### src/rtl/prio_dec_pkg.sv
// Shared constants and types for the priority encode/decode blocks.
// Index and counter widths are common to prio_dec and prio_enc.
package prio_dec_pkg;

    localparam int IDX_W = 8;
    localparam int CNT_W = 8;

    // Occupancy of the two-entry output buffer.
    typedef enum logic [1:0] {
        OCC_EMPTY = 2'd0,
        OCC_ONE   = 2'd1,
        OCC_TWO   = 2'd2
    } occ_e;

endpackage

### src/rtl/prio_dec_skid_buf.sv
// Two-entry output buffer (output register + skid register) with a registered in_ready.
// Handshake: a beat transfers on a rising edge where valid && ready; out_data holds while out_valid && !out_ready.
module skid_buf
    import prio_dec_pkg::*;
#(
    parameter int W = 33
) (
    input  logic         clk,
    input  logic         rst,
    input  logic         in_valid_i,
    output logic         in_ready_o,
    input  logic [W-1:0] in_data_i,
    output logic         out_valid_o,
    input  logic         out_ready_i,
    output logic [W-1:0] out_data_o,
    output occ_e         state_o
);

    occ_e         state_q, state_d;
    logic         in_ready_q, in_ready_d;
    logic [W-1:0] out_q, out_d;
    logic [W-1:0] skid_q, skid_d;
    logic         accept;
    logic         emit;

    assign accept = in_valid_i && in_ready_q;
    assign emit   = out_valid_o && out_ready_i;

    always_ff @(posedge clk or posedge rst) begin
        if (rst) begin
            state_q    <= OCC_EMPTY;
            in_ready_q <= 1'b0;
            out_q      <= '0;
            skid_q     <= '0;
        end else begin
            state_q    <= state_d;
            in_ready_q <= in_ready_d;
            out_q      <= out_d;
            skid_q     <= skid_d;
        end
    end

    always_comb begin
        state_d = state_q;
        out_d   = out_q;
        skid_d  = skid_q;
        case (state_q)
            OCC_EMPTY: begin
                if (accept) begin
                    state_d = OCC_ONE;
                    out_d   = in_data_i;
                end
            end
            OCC_ONE: begin
                if (accept && emit) begin
                    out_d = in_data_i;
                end else if (accept) begin
                    state_d = OCC_TWO;
                    skid_d  = in_data_i;
                end else if (emit) begin
                    state_d = OCC_EMPTY;
                end
            end
            OCC_TWO: begin
                // in_ready is low here, so only the skid entry can advance.
                if (emit) begin
                    state_d = OCC_ONE;
                    out_d   = skid_q;
                end
            end
            default: begin
                state_d = OCC_EMPTY;
            end
        endcase
        in_ready_d = (state_d != OCC_TWO);
    end

    always_comb begin
        out_valid_o = (state_q != OCC_EMPTY);
        in_ready_o  = in_ready_q;
        out_data_o  = out_q;
        state_o     = state_q;
    end

endmodule

### src/rtl/prio_dec.sv
// Bit-index decoder: turns an index into a one-hot vector and a thermometer mask,
// flags out-of-range indices and counts them; results pass through a 2-entry skid buffer.
module prio_dec
    import prio_dec_pkg::*;
#(
    parameter int WIDTH = 16
) (
    input  logic             clk,
    input  logic             rst,
    input  logic             in_valid,
    output logic             in_ready,
    input  logic [IDX_W-1:0] in_idx,
    output logic             out_valid,
    input  logic             out_ready,
    output logic [WIDTH-1:0] out_onehot,
    output logic [WIDTH-1:0] out_mask,
    output logic             out_err,
    output logic [CNT_W-1:0] err_cnt
);

    localparam int PW = 2 * WIDTH + 1;

    logic [WIDTH-1:0] dec_onehot;
    logic [WIDTH-1:0] dec_mask;
    logic             dec_err;
    int               idx_int;
    logic [PW-1:0]    out_data;
    logic             accept;
    occ_e             buf_state;
    logic [CNT_W-1:0] err_cnt_q, err_cnt_d;

    always_comb begin
        idx_int    = int'(in_idx);
        dec_err    = (idx_int >= WIDTH);
        dec_onehot = '0;
        dec_mask   = '0;
        for (int i = 0; i < WIDTH; i++) begin
            dec_onehot[i] = (idx_int == i);
            dec_mask[i]   = (i <= idx_int);
        end
        // Out-of-range: one-hot is already zero, mask saturates to all ones.
        if (dec_err) begin
            dec_mask = '1;
        end
    end

    skid_buf #(
        .W(PW)
    ) u_skid_buf (
        .clk        (clk),
        .rst        (rst),
        .in_valid_i (in_valid),
        .in_ready_o (in_ready),
        .in_data_i  ({dec_err, dec_mask, dec_onehot}),
        .out_valid_o(out_valid),
        .out_ready_i(out_ready),
        .out_data_o (out_data),
        .state_o    (buf_state)
    );

    assign {out_err, out_mask, out_onehot} = out_data;
    assign accept = in_valid && in_ready;

    always_comb begin
        err_cnt_d = err_cnt_q;
        if (accept && dec_err && (err_cnt_q != {CNT_W{1'b1}})) begin
            err_cnt_d = err_cnt_q + 1'b1;
        end
    end

    always_ff @(posedge clk or posedge rst) begin
        if (rst) begin
            err_cnt_q <= '0;
        end else begin
            err_cnt_q <= err_cnt_d;
        end
    end

    assign err_cnt = err_cnt_q;

endmodule

### config.mk
export PLATFORM = sky130hd
export DESIGN_NAME = prio_dec
export DESIGN_NICKNAME = d
export VERILOG_FILES = /design/src/rtl/prio_dec_pkg.sv /design/src/rtl/prio_dec_skid_buf.sv /design/src/rtl/prio_dec.sv
export SDC_FILE = /design/constraint.sdc
export NUM_CORES = 1
export LEC_CHECK = 0
export CORE_AREA = 4 4 105 107
export DETAILED_ROUTE_END_ITERATION = 8
export DIE_AREA = 0 0 109 111
export GPL_ROUTABILITY_DRIVEN = 0
export PLACE_DENSITY_LB_ADDON = 0.1
export SYNTH_ARGS = -nofsm -noshare
export SYNTH_HDL_FRONTEND = slang
export SYNTH_SLANG_ARGS = --single-unit
### constraint.sdc
create_clock -name clk -period 3.3 [get_ports clk]
set_input_delay 0.66 -clock clk [delete_from_list [all_inputs] [get_ports clk]]
set_output_delay 0.66 -clock clk [all_outputs]
set_load 0.1 [all_outputs]
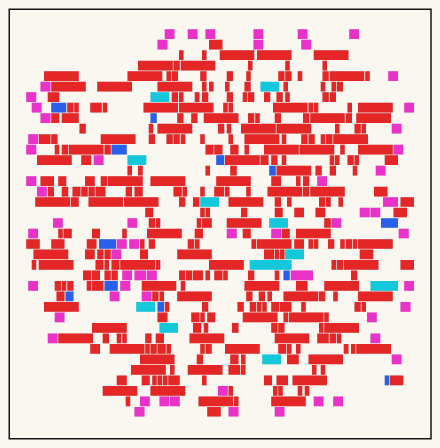
sizing.png
- blue: x2 (cells 12; most used clkinv_2)
- cyan: x6 and larger (cells 11; most used clkbuf_8)
- red: x1 and smaller (cells 358; most used dfrtp_1)
- magenta: x3 and x4 (cells 61; most used buf_4)
post-route cell area: 4285 sq um
worst setup margin: 0.8813 ns
area grow syn2layout: 24.23%

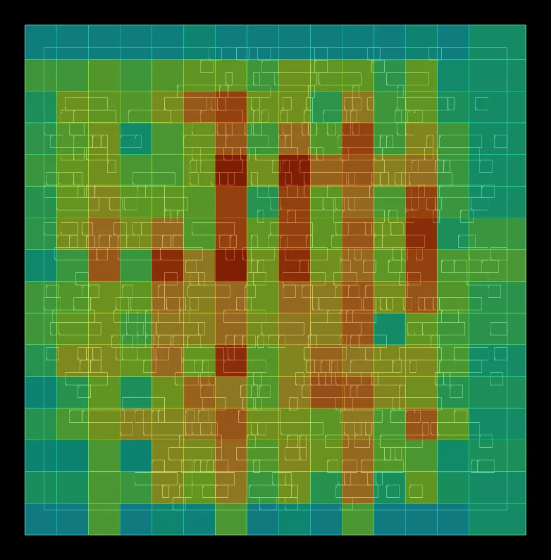
congestion_map.png
Util after Layout: 0.4227
drt wl/cell: 16.42 um
M1 GR Usage: 0.2320

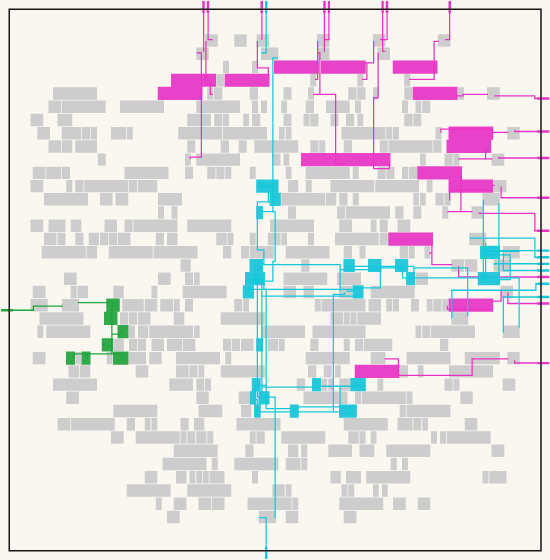
port_trees.png
- green: out_ready (bits 1; direction input; end cells 7; buffers 1; wire 47.0 um)
- magenta: out_onehot (bits 16; direction output; end cells 16; buffers 16; wire 389 um)
- cyan: in_idx (bits 8; direction input; end cells 26; buffers 9; wire 644 um)
PortBufs: 54
IO Count: 55

==> flow_summary.toml <==
# generated from flow reports
[outcome]
status = "complete, no violations"

[critical_path]
cpLargestDelayFamily = "simple AND/OR/NAND/NOR gates"
path_cells = "clkdlybuf4s50_1 -> or4_4 -> or3_1 -> o32ai_1 -> nand2_1"
startpoint_type = "input port"
cpMaxStageDelayCell = "or4_4"
path_buffers = 1
max_stage_delay_ns = 0.65
cp_max_fo = 13

[layout]
diodes = 0
nets = 450
final_layout_size_suffix_gt1_frac = 0.1900
fillers = 1045
final_common_cell = "dfrtp_1"

[floorplanning]
die.size.y_um = 111
die_width_um = 109
core_area_sq_um = 10140
die-area_sq_um = 12100

[clocking]
clockRootBuffer = "clkbuf_8"
cts_buffers = 9
cts.sinks = 77
worstSkewPairLatency_ns = 0.36
cts_tree = "built"
post_cts_resized = 0
cts_buffer_depth = 2

[global_routing]
overflow = 0
grt_antenna_before_repair = 0
grt_pass1_wl_mm = 15.58
grt_max_degree = 38

[synthesis]
synth_area_per_cell_sq_um = 9.102
numSynthFlops = 77
yosys_area_sq_um = 3450
top_area_cell = "dfrtp_1"
synth_area_sq_um = 3450
ys.flop_type = "dfrtp_1"
fp_nets = 392
ys_seq_frac = 0.5586
synth_cells = 379
yosysWarnings = 0
synth-edff-count = 0
synth_top_area_share = 0.5586
async_flop_share = 1.000

[sta]
slew_viol_final = 0
setup_tns_ns = 0
timing.slew.headroom = 0.6083
setup-violations-final = 0
fin_crit_ns = 2.419
hold_viol_final = 0
period_used_share = 0.7329

[drt]
vias = 2910
drt-initial-drc-count = 103
viasPerCell = 5.035
ant_nets = 0
firstDrtPassIters = 4
drc = 0

[place]
dpl_worst_slack_ns = 0.5214
dpl.hpwl_mm = 6.508

[run]
openroad.warnings = 26

[hold_path]
hold_class = "reg2reg"
==> sequential cells by signal, indices dropped and copies added, names as in the netlist <==
name and cells:
u_skid_buf.in_ready_o 1, u_skid_buf.skid_q 33, err_cnt 8, u_skid_buf.out_data_o 33, u_skid_buf.state_o 2
==> layer usage <==
layer / vias up / share of wire / track usage / routed length, um
li1: 1420 / - / - / -
met1: 1421 / 0.47 / 0.2320 / 4449
met2: 63 / 0.47 / 0.2551 / 4467
met3: 6 / 0.053 / 0.03611 / 500
met4: 0 / 0.0077 / 0.05471 / 73
met5: - / 0 / 0 / 0
==> cells in the mapped netlist, drive strengths merged, types with 3 or more instances <==
master / number
dfrtp: 77
nand2: 70
nor2: 45
o21ai: 45
a21oi: 25
clkbuf: 19
a31oi: 13
nand3: 11
nor3: 9
nand2b: 7
o31ai: 6
a22o: 5
inv: 5
and2: 3
and3: 3
buf: 3
o21a: 3
==> per-stage QoR <==
stage / instance area [sq um] / instances
3_5_place_dp: 4095 / 562
6_report: 4285 / 578
3_3_place_gp: 4095 / 562
2_1_floorplan: 3450 / 379
4_1_cts: 4285 / 578
5_1_grt: 4285 / 578
==> final cells by class <==
type,count,area [sq um],share of cell area
clock inverter,7,66.31,0.01547
timing repair buffer,69,558.0,0.1302
clock buffer,9,123.9,0.02891
multi-input combinational,275,1421,0.3317
sequential,77,1927,0.4496
tap,136,170.2,0.03971
inverter,5,18.77,0.004380
==> cell families (layout without fill, tap and decap cells) <==
logic type,Yosys count,in the layout,synth area share
flip-flops,77,77,0.5586
adder cells (fa/ha/maj),1,1,0.003627
AND-OR/OR-AND,105,105,0.1752
multiplexers,2,2,0.006528
XOR/XNOR,3,3,0.007618
AND/OR/NAND/NOR,164,164,0.2162
buffers and inverters,27,90,0.03228
==> worst paths after layout <==
check / startpoint / to / slack (ns) / cells after the start
max: in_idx[7] / u_skid_buf.out_data_o[18] / 0.88 / 5
min: u_skid_buf.skid_q[16] / u_skid_buf.skid_q[16] / 0.48 / 1
max reg2reg: u_skid_buf.state_o[1] / u_skid_buf.out_data_o[24] / 1.48 / 6
min reg2reg: u_skid_buf.skid_q[16] / u_skid_buf.skid_q[16] / 0.48 / 1
max in group asynchronous: rst / u_skid_buf.out_data_o[22] / 1.93 / 3
min in group asynchronous: rst / u_skid_buf.out_data_o[30] / 0.69 / 2
